$ cat src/rtl/alu_pkg.sv
// Shared types for the sequential ALU: opcode encodings, FSM states, flag bit positions.
package alu_pkg;

    typedef enum logic [2:0] {
        OP_ILL = 3'b000,
        OP_ADD = 3'b001,
        OP_SUB = 3'b010,
        OP_AND = 3'b011,
        OP_OR  = 3'b100,
        OP_NOT = 3'b101,
        OP_SHL = 3'b110,
        OP_MUL = 3'b111
    } opcode_t;

    typedef enum logic [1:0] {
        S_IDLE = 2'd0,
        S_BUSY = 2'd1,
        S_DONE = 2'd2
    } state_t;

    localparam int unsigned FLAG_ZERO     = 0;
    localparam int unsigned FLAG_NEGATIVE = 1;
    localparam int unsigned FLAG_OVERFLOW = 2;
    localparam int unsigned FLAG_CARRY    = 3;

    function automatic logic [3:0] pack_flags(input logic carry, input logic overflow,
                                              input logic negative, input logic zero);
        logic [3:0] r;
        r = '0;
        r[FLAG_CARRY]    = carry;
        r[FLAG_OVERFLOW] = overflow;
        r[FLAG_NEGATIVE] = negative;
        r[FLAG_ZERO]     = zero;
        return r;
    endfunction

endpackage

$ cat src/rtl/seq_alu_mul.sv
// Unsigned shift-add multiplier, one multiplier bit per cycle; done holds until the next start.
module seq_alu_mul #(
    parameter int unsigned WIDTH = 8
) (
    input  logic               clk,
    input  logic               rst_n,
    input  logic               start,
    input  logic [WIDTH-1:0]   a,
    input  logic [WIDTH-1:0]   b,
    output logic               done,
    output logic [2*WIDTH-1:0] product
);

    localparam int unsigned CW = $clog2(WIDTH + 1);
    localparam logic [CW-1:0] LAST = CW'(WIDTH);

    logic [2*WIDTH-1:0] acc;
    logic [2*WIDTH-1:0] mcand;
    logic [WIDTH-1:0]   mplier;
    logic [CW-1:0]      count;

    // The start edge already folds in b[0], so the final bit lands WIDTH-1 cycles later.
    always_ff @(posedge clk or negedge rst_n) begin
        if (!rst_n) begin
            acc    <= '0;
            mcand  <= '0;
            mplier <= '0;
            count  <= '0;
        end else if (start) begin
            acc    <= b[0] ? {{WIDTH{1'b0}}, a} : '0;
            mcand  <= {{(WIDTH-1){1'b0}}, a, 1'b0};
            mplier <= {1'b0, b[WIDTH-1:1]};
            count  <= CW'(1);
        end else if (count != '0 && count != LAST) begin
            if (mplier[0]) begin
                acc <= acc + mcand;
            end
            mcand  <= mcand << 1;
            mplier <= mplier >> 1;
            count  <= count + CW'(1);
        end
    end

    assign done    = (count == LAST);
    assign product = acc;

endmodule

$ cat src/rtl/seq_alu.sv
// Sequential ALU with valid/ready handshakes; single-cycle ops plus a multi-cycle unsigned MUL.
module seq_alu
    import alu_pkg::*;
#(
    parameter int unsigned WIDTH = 8,
    parameter int unsigned SHW   = $clog2(WIDTH)
) (
    input  logic             clk,
    input  logic             rst_n,
    input  logic             in_valid,
    output logic             in_ready,
    input  logic [WIDTH-1:0] a,
    input  logic [WIDTH-1:0] b,
    input  logic [2:0]       f,
    output logic             out_valid,
    input  logic             out_ready,
    output logic [WIDTH-1:0] y,
    output logic [WIDTH-1:0] y_hi,
    output logic [3:0]       flags,
    output logic             err
);

    opcode_t            op;
    state_t             state;
    state_t             state_next;
    logic               transfer;
    logic               mul_start;
    logic               mul_done;
    logic [2*WIDTH-1:0] mul_product;

    logic [WIDTH:0]     sum;
    logic [WIDTH:0]     diff;
    logic [WIDTH:0]     shl_ext;
    logic [WIDTH-1:0]   alu_y;
    logic               alu_c;
    logic               alu_v;
    logic               alu_err;

    assign op        = opcode_t'(f);
    assign in_ready  = (state == S_IDLE);
    assign out_valid = (state == S_DONE);
    assign transfer  = in_ready && in_valid;
    assign mul_start = transfer && (op == OP_MUL);

    seq_alu_mul #(
        .WIDTH(WIDTH)
    ) u_mul (
        .clk    (clk),
        .rst_n  (rst_n),
        .start  (mul_start),
        .a      (a),
        .b      (b),
        .done   (mul_done),
        .product(mul_product)
    );

    always_ff @(posedge clk or negedge rst_n) begin
        if (!rst_n) begin
            state <= S_IDLE;
        end else begin
            state <= state_next;
        end
    end

    always_comb begin
        state_next = state;
        case (state)
            S_IDLE:  if (in_valid) state_next = (op == OP_MUL) ? S_BUSY : S_DONE;
            S_BUSY:  if (mul_done) state_next = S_DONE;
            S_DONE:  if (out_ready) state_next = S_IDLE;
            default: state_next = S_IDLE;
        endcase
    end

    // Single-cycle datapath; bit WIDTH of each extended result is the carry/borrow/last-shifted-out bit.
    always_comb begin
        sum     = {1'b0, a} + {1'b0, b};
        diff    = {1'b0, a} - {1'b0, b};
        shl_ext = {1'b0, a} << b[SHW-1:0];
        alu_y   = '0;
        alu_c   = 1'b0;
        alu_v   = 1'b0;
        alu_err = 1'b0;
        case (op)
            OP_ADD: begin
                alu_y = sum[WIDTH-1:0];
                alu_c = sum[WIDTH];
                alu_v = (a[WIDTH-1] == b[WIDTH-1]) && (sum[WIDTH-1] != a[WIDTH-1]);
            end
            OP_SUB: begin
                alu_y = diff[WIDTH-1:0];
                alu_c = diff[WIDTH];
                alu_v = (a[WIDTH-1] != b[WIDTH-1]) && (diff[WIDTH-1] != a[WIDTH-1]);
            end
            OP_AND: alu_y = a & b;
            OP_OR:  alu_y = a | b;
            OP_NOT: alu_y = ~a;
            OP_SHL: begin
                alu_y = shl_ext[WIDTH-1:0];
                alu_c = shl_ext[WIDTH];
            end
            OP_MUL: alu_y = '0;
            default: alu_err = 1'b1;
        endcase
    end

    always_ff @(posedge clk or negedge rst_n) begin
        if (!rst_n) begin
            y     <= '0;
            y_hi  <= '0;
            flags <= '0;
            err   <= 1'b0;
        end else if (transfer && (op != OP_MUL)) begin
            y     <= alu_y;
            y_hi  <= '0;
            flags <= pack_flags(alu_c, alu_v, alu_y[WIDTH-1], alu_y == '0);
            err   <= alu_err;
        end else if ((state == S_BUSY) && mul_done) begin
            y     <= mul_product[WIDTH-1:0];
            y_hi  <= mul_product[2*WIDTH-1:WIDTH];
            flags <= pack_flags(|mul_product[2*WIDTH-1:WIDTH], 1'b0,
                                mul_product[WIDTH-1], mul_product[WIDTH-1:0] == '0);
            err   <= 1'b0;
        end
    end

endmodule

$ cat config.mk
export PLATFORM = sky130hd
export DESIGN_NAME = seq_alu
export DESIGN_NICKNAME = d
export VERILOG_FILES = /design/src/rtl/alu_pkg.sv /design/src/rtl/seq_alu_mul.sv /design/src/rtl/seq_alu.sv
export SDC_FILE = /design/constraint.sdc
export NUM_CORES = 1
export LEC_CHECK = 0
export CORE_ASPECT_RATIO = 0.9
export CORE_MARGIN = 10
export CORE_UTILIZATION = 35
export CTS_CLUSTER_SIZE = 30
export DETAILED_ROUTE_END_ITERATION = 12
export HOLD_SLACK_MARGIN = 0.05
export PLACE_DENSITY = 0.54
export SYNTH_ARGS = -nofsm -noshare
export SYNTH_HDL_FRONTEND = slang
export SYNTH_SLANG_ARGS = --single-unit
$ cat constraint.sdc
create_clock -name clk -period 2.38 [get_ports clk]
set_input_delay 0.476 -clock clk [delete_from_list [all_inputs] [get_ports clk]]
set_output_delay 0.476 -clock clk [all_outputs]
set_load 0.03 [all_outputs]
==> results.py, run 1 <==
# Auto-generated metrics
metrics = {
    "detailed_routing": {
        "drt_iter0_markers": 385,
        "dr_wl_met2_um": 6880,
        "routed_via_density": 5.51,
        "wl_met1_um": 7900,
        "topRoutingLayerUsed": "met4",
    },
    "cells_and_area": {
        "layout.filler_cells": 1284,
        "diodes": 0,
        "synthToLayoutAreaGrowth_pct": 43.1,
        "signal_buffer_area_fraction": 0.207,
        "nNonClkInverters": 34,
        "most-common-layout-cells": "sky130_fd_sc_hd__buf_4 (115), sky130_fd_sc_hd__nand2_1 (80), sky130_fd_sc_hd__dfrtp_1 (64), sky130_fd_sc_hd__a21oi_1 (47), sky130_fd_sc_hd__nor2_1 (41)",
    },
    "synthesis": {
        "yosys-stat-area_mm2": 0.00489,
        "syn_area_mm2": 0.00489,
        "syn-mean-instance-area_um2": 8.31,
        "synth_nets": 657,
    },
    "critical_path": {
        "reg2reg_slack_ps": 60,
        "end_kind": "register",
        "worst-endpoint-required_ps": 2600,
        "timing.critical_path.slowest_stage_cell": "sky130_fd_sc_hd__clkdlybuf4s50_1",
        "crit_path_cell_trace": "clkdlybuf4s50_1, and2b_4, nand2b_1, o41ai_1, or3_1, a21oi_2, buf_4, a32o_1",
        "crit_path_max_fanout": 7,
    },
    "power": {
        "power_switching_share": 0.257,
        "p_sw_w": 0.000804,
        "comb_power_w": 0.000629,
    },
    "clocking": {
        "max-clock-path-buffers": 2,
        "clock_tree.root_cell": "sky130_fd_sc_hd__clkbuf_16",
        "cts_resized": 47,
        "hold_buffers": 0,
    },
    "run_status": {
        "run_status": "completed",
    },
    "global_routing": {
        "globalRouteMet2Util": 0.238,
        "grtUsageMet3": 0.0306,
        "grt_pass1_wl_um": 26000,
        "global_route.peak_usage_layer": "met1",
        "first_global_vias": 4800,
    },
    "final_timing": {
        "achievable-frequency_ghz": 0.429,
        "post-route-worst-setup-slack_ps": 49.9,
    },
    "floorplan": {
        "floorplan.die.height_um": 132,
    },
    "job": {
        "drv_cap": 0,
    },
}
**Run 1: clock routing**

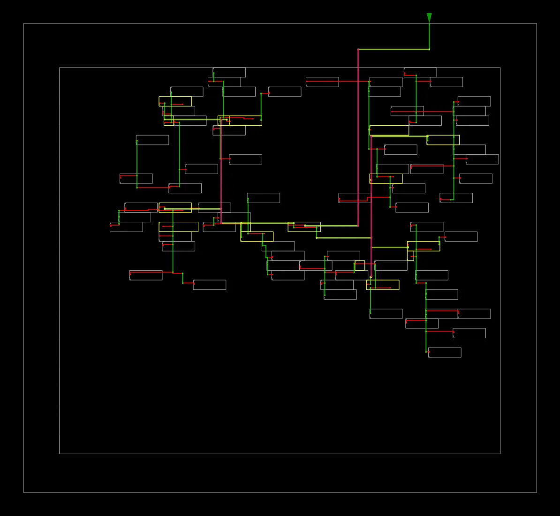
number of clock sinks seen by CTS: 64
clock skew: 5.41 ps

**Run 1: pin map**

Pins as bars across the die edge, other pins in grey.
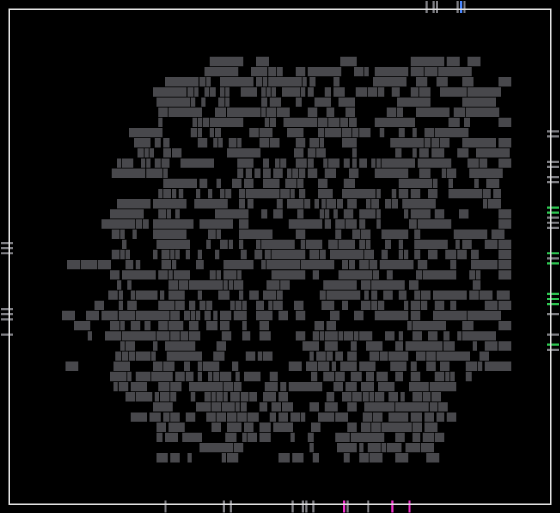
- green: `y` (pins 8; direction output; edge right)
- magenta: `f` (pins 3; direction input; edge bottom)
- blue: `rst_n` (pins 1; direction input; edge top)
- all pins by edge: 21 right, 12 bottom, 7 left, 6 top

**Run 1: gate families picked out**

The bar under the picture is 50 um long.
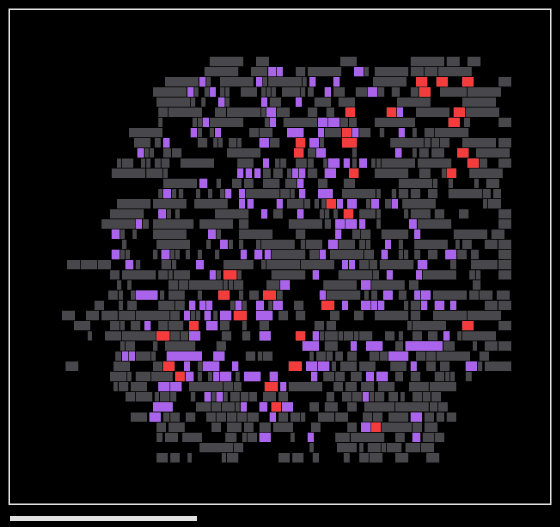
- purple: aoi and oai cells (cells 159; most used a21oi_1)
- red: non-inverting ao/oa cells (cells 33)

==> run 2, diff against run 1 <==
--- a/config.mk
+++ b/config.mk
@@ -11,6 +11,7 @@
 export CTS_CLUSTER_SIZE = 30
 export DETAILED_ROUTE_END_ITERATION = 12
 export HOLD_SLACK_MARGIN = 0.05
+export MAX_ROUTING_LAYER = met4
 export PLACE_DENSITY = 0.54
 export SYNTH_ARGS = -nofsm -noshare
 export SYNTH_HDL_FRONTEND = slang
==> results.py, run 2 <==
# Auto-generated metrics
metrics = {
    "run_status": {
        "run_status": "completed",
    },
    "cells_and_area": {
        "final_area_mm2": 0.00684,
        "layout.filler_cells": 1263,
        "nMultiInputCombCells": 457,
        "diodes": 0,
        "synthToLayoutAreaGrowth_pct": 39.9,
        "sh_seq_area": 0.234,
        "area_share_clock_buf_inv": 0.0399,
        "most-common-layout-cells": "sky130_fd_sc_hd__buf_4 (113), sky130_fd_sc_hd__nand2_1 (80), sky130_fd_sc_hd__dfrtp_1 (63), sky130_fd_sc_hd__a21oi_1 (47), sky130_fd_sc_hd__nor2_1 (42)",
        "comb_share": 0.479,
        "layout.cells.largest_class": "logic gates",
        "final_util": 0.506,
        "largest_register_ff_count": 16,
        "signal_buffer_area_fraction": 0.197,
        "nNonClkInverters": 34,
    },
    "critical_path": {
        "r2r-start": "u_mul.mcand[8]$_DFFE_PN0P_",
        "end_kind": "register",
        "start_kind": "input port",
        "cp_common_cell": "sky130_fd_sc_hd__buf_4",
        "startpoint": "a[1]",
        "worstPathBufferInverterCount": 3,
        "arrival_ps": 2590,
        "worst_path_dominant_cell_family": "AND-OR/OR-AND gates",
        "worst-endpoint-required_ps": 2640,
        "crit_path_max_fanout": 5,
        "timing.critical_path.slowest_stage_cell": "sky130_fd_sc_hd__a211oi_2",
        "reg2reg_slack_ps": 110,
        "crit_path_cell_trace": "dlygate4sd2_1, buf_4, ha_1, a21o_1, nand4_1, nand3_2, xnor2_1, a211oi_2, buf_4, and4_1, a32o_1",
    },
    "detailed_routing": {
        "dr_wl_met2_um": 6810,
        "drt_iter0_markers": 300,
        "detailed_route_wire_length_um": 15800,
        "drtPass1Iterations": 5,
        "topRoutingLayerUsed": "met4",
        "routed_via_density": 5.47,
        "wl_met1_um": 8090,
        "wl_per_cell_um": 17.6,
    },
    "global_routing": {
        "grt_antenna_before_repair": 0,
        "use_met1": 0.246,
        "grt_start_max_net_pins": 46,
        "global_route.peak_usage_layer": "met1",
        "grt_pass1_wl_um": 25500,
        "first_global_vias": 4707,
        "globalRouteMet2Util": 0.235,
        "grtUsageMet3": 0.0299,
    },
    "final_timing": {
        "max-slew-margin-rel": 0.681,
        "post-route-worst-setup-slack_ps": 52.4,
        "worst_hold_slack_ps": 48.3,
        "setup_violations": 0,
        "final.min_clock_period_ps": 2330,
        "final-max-slew-violation-count": 0,
        "achievable-frequency_ghz": 0.430,
        "post_route_setup_tns_ps": 0,
    },
    "synthesis": {
        "synth-simple-area-share": 0.181,
        "synthFlopType": "sky130_fd_sc_hd__dfrtp_1",
        "synthTopCellsByArea": "sky130_fd_sc_hd__dfrtp_1 (33%), sky130_fd_sc_hd__ha_1 (11%), sky130_fd_sc_hd__nand2_1 (6.1%)",
        "syn_area_mm2": 0.00489,
        "syn-mean-instance-area_um2": 8.31,
        "synth_adder_area_share": 0.122,
        "yosys-stat-area_mm2": 0.00489,
        "top_count_cell_post_synth": "sky130_fd_sc_hd__nand2_1",
        "enable_flop_cells": 0,
        "synth_largest_type_area_fraction": 0.328,
        "synth.cellmix.compoundShare": 0.256,
        "yosys.area.top_type": "sky130_fd_sc_hd__dfrtp_1",
        "sequential_cell_area_fraction_in_the_yosys_report": 0.328,
        "yosys_warnings": 0,
        "synth.cellmix.xorXnorShare": 0.0233,
        "synthMuxAreaShare": 0.0320,
        "synthArstFlopShare": 1.00,
        "yosys_cells": 588,
        "synth_nets": 657,
    },
    "clocking": {
        "tritoncts_num_sinks": 64,
        "max-clock-path-buffers": 2,
        "clock_tree.root_cell": "sky130_fd_sc_hd__clkbuf_16",
        "cts_resized": 42,
        "clock_tree.htree_level_count": 3,
        "tritoncts": "built",
        "hold_buffers": 0,
    },
    "power": {
        "power_switching_share": 0.264,
        "powerSeq_w": 0.00109,
        "p_sw_w": 0.000761,
        "comb_power_w": 0.000590,
        "power_top_consumer": "the clock network",
    },
    "placed_design": {
        "dp_hpwl_um": 12400,
        "place_ws_ps": -733,
    },
    "floorplan": {
        "core.rowCount": 40,
        "floorplan.die.height_um": 132,
        "die_x_um": 145,
        "core-area_mm2": 0.0135,
    },
    "job": {
        "drv_cap": 0,
    },
}
**Run 2: clock routing**

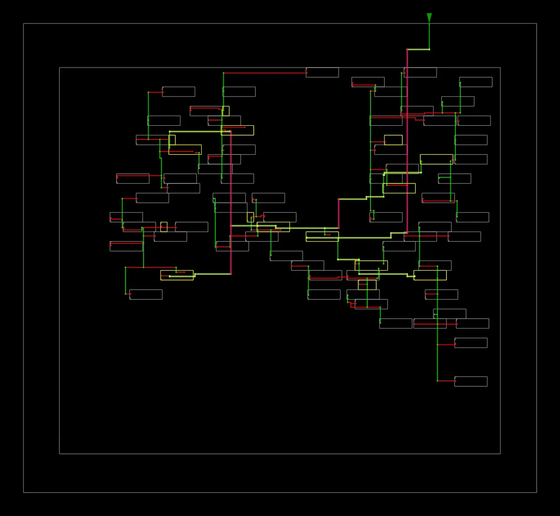
clock skew: 5.27 ps
source-to-sink clock delay at the later pin of the worst-skew pair: 330 ps
total number of sequential cells: 64
total CTS buffers: 9

**Run 2: register map, names as in the netlist**

The bar under the picture is 50 um long. Other sequential cells in the stronger grey, the rest of the logic in the fainter grey.
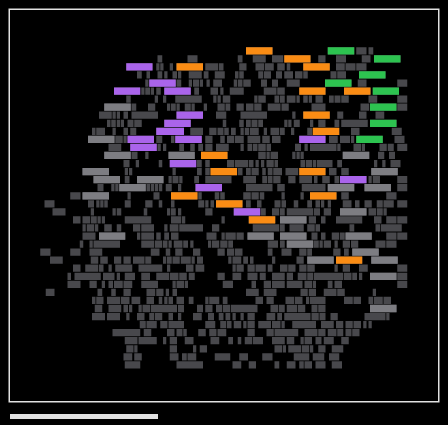
- green: `y_hi` (sequential cells 8; where top right)
- orange: `u_mul.product` (sequential cells 16)
- purple: `u_mul.mcand` (sequential cells 15)

==> run 3, diff against run 2 <==
--- a/config.mk
+++ b/config.mk
@@ -7,12 +7,13 @@
 export LEC_CHECK = 0
 export CORE_ASPECT_RATIO = 0.9
 export CORE_MARGIN = 10
-export CORE_UTILIZATION = 35
+export CORE_UTILIZATION = 54
+export CTS_BUF_LIST = sky130_fd_sc_hd__clkbuf_4 sky130_fd_sc_hd__clkbuf_8
 export CTS_CLUSTER_SIZE = 30
 export DETAILED_ROUTE_END_ITERATION = 12
 export HOLD_SLACK_MARGIN = 0.05
 export MAX_ROUTING_LAYER = met4
-export PLACE_DENSITY = 0.54
+export PLACE_DENSITY = 0.78
 export SYNTH_ARGS = -nofsm -noshare
 export SYNTH_HDL_FRONTEND = slang
 export SYNTH_SLANG_ARGS = --single-unit
==> results.py, run 3 <==
# Auto-generated metrics
metrics = {
    "cells_and_area": {
        "signal_buffer_area_fraction": 0.200,
        "sh_seq_area": 0.238,
        "layout.filler_cells": 606,
        "nMultiInputCombCells": 457,
        "largest_register_ff_count": 16,
        "layout.cells.largest_class": "logic gates",
        "final_area_mm2": 0.00674,
        "comb_share": 0.488,
        "area_share_clock_buf_inv": 0.0327,
        "final_util": 0.775,
    },
    "synthesis": {
        "yosys-stat-area_mm2": 0.00489,
        "yosys_cells": 588,
        "syn-mean-instance-area_um2": 8.31,
        "synthArstFlopShare": 1.00,
        "sequential_cell_area_fraction_in_the_yosys_report": 0.328,
        "yosys_warnings": 0,
        "synthFlopType": "sky130_fd_sc_hd__dfrtp_1",
        "synthTopCellsByArea": "sky130_fd_sc_hd__dfrtp_1 (33%), sky130_fd_sc_hd__ha_1 (11%), sky130_fd_sc_hd__nand2_1 (6.1%)",
        "syn_area_mm2": 0.00489,
        "synth-simple-area-share": 0.181,
        "synthMuxAreaShare": 0.0320,
        "top_count_cell_post_synth": "sky130_fd_sc_hd__nand2_1",
        "yosys.area.top_type": "sky130_fd_sc_hd__dfrtp_1",
        "synth_nets": 657,
    },
    "job": {
        "drv_cap": 0,
    },
    "global_routing": {
        "grt_pass1_wl_um": 26300,
        "grt_start_max_net_pins": 46,
        "first_global_vias": 4902,
    },
    "clocking": {
        "cts_inserted_buffers": 9,
        "hold_buffers": 0,
        "clock_tree.root_cell": "sky130_fd_sc_hd__clkbuf_8",
        "tritoncts_num_sinks": 64,
        "clk-insertion-delay-late_ps": 360,
        "cts_resized": 45,
        "clock_tree.htree_level_count": 3,
    },
    "power": {
        "comb_power_w": 0.000597,
        "power_top_consumer": "sequential cells",
        "p_sw_w": 0.000774,
        "power_switching_share": 0.283,
        "powerSeq_w": 0.00109,
    },
    "run_status": {
        "run_status": "completed",
    },
    "critical_path": {
        "end_kind": "register",
        "r2r-start": "u_mul.mcand[1]$_DFFE_PN0P_",
        "reg2reg_slack_ps": 5,
        "worst-endpoint-required_ps": 2630,
        "startpoint": "u_mul.mcand[1]$_DFFE_PN0P_",
    },
    "final_timing": {
        "setup_violations": 0,
        "post-route-worst-setup-slack_ps": 4.71,
        "final.min_clock_period_ps": 2380,
        "worst_hold_slack_ps": 72.4,
    },
    "detailed_routing": {
        "topRoutingLayerUsed": "met4",
        "detailed_route_wire_length_um": 16500,
        "dr_wl_met2_um": 7180,
        "routed_via_density": 6.05,
        "drtPass1Iterations": 5,
    },
    "floorplan": {
        "die_x_um": 120,
        "core-area_mm2": 0.00869,
        "floorplan.die.height_um": 110,
    },
    "placed_design": {
        "dp_hpwl_um": 12700,
    },
}
**Run 3: clock routing**

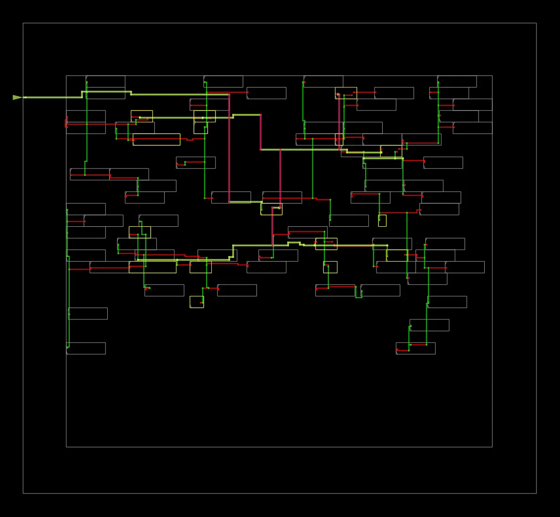
CLK BUF: 9
clock skew: 8.86 ps
clk pwr: 0.00105 W

**Run 3: pin map**

Pins as bars across the die edge, other pins in grey.
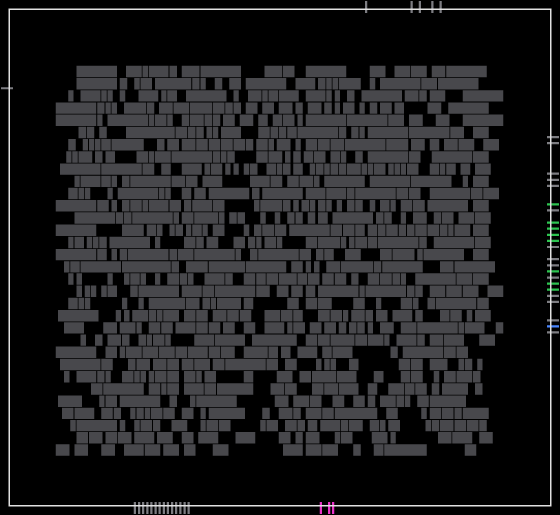
- magenta: `f` (pins 3; direction input; edge bottom)
- green: `y` (pins 8; direction output; edge right)
- blue: `rst_n` (pins 1; direction input; edge right)
- all pins by edge: 23 right, 17 bottom, 5 top, 1 left


==> gallery <==
Metal layers overlaid.
Only two layers are drawn.
picture 1
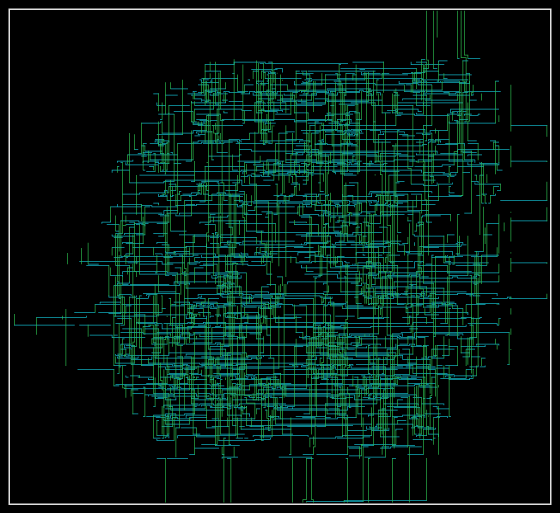
picture 2
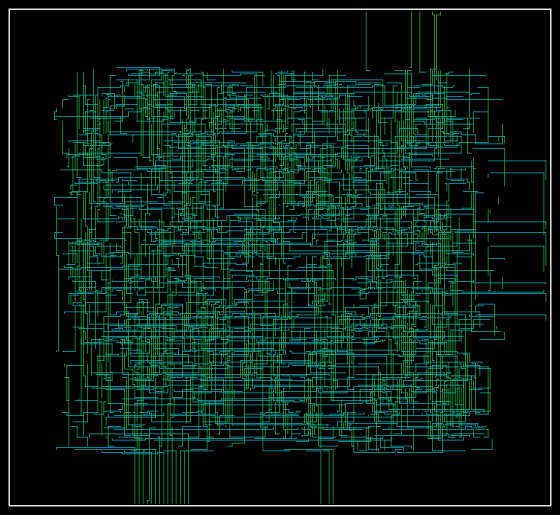
picture 2: run 3
picture 1: run 1

Key to picture 2:
- cyan: M1 (wire length 7,370 um)
- green: M2 (wire length 7,180 um)

Power and IR drop assume default switching activity.
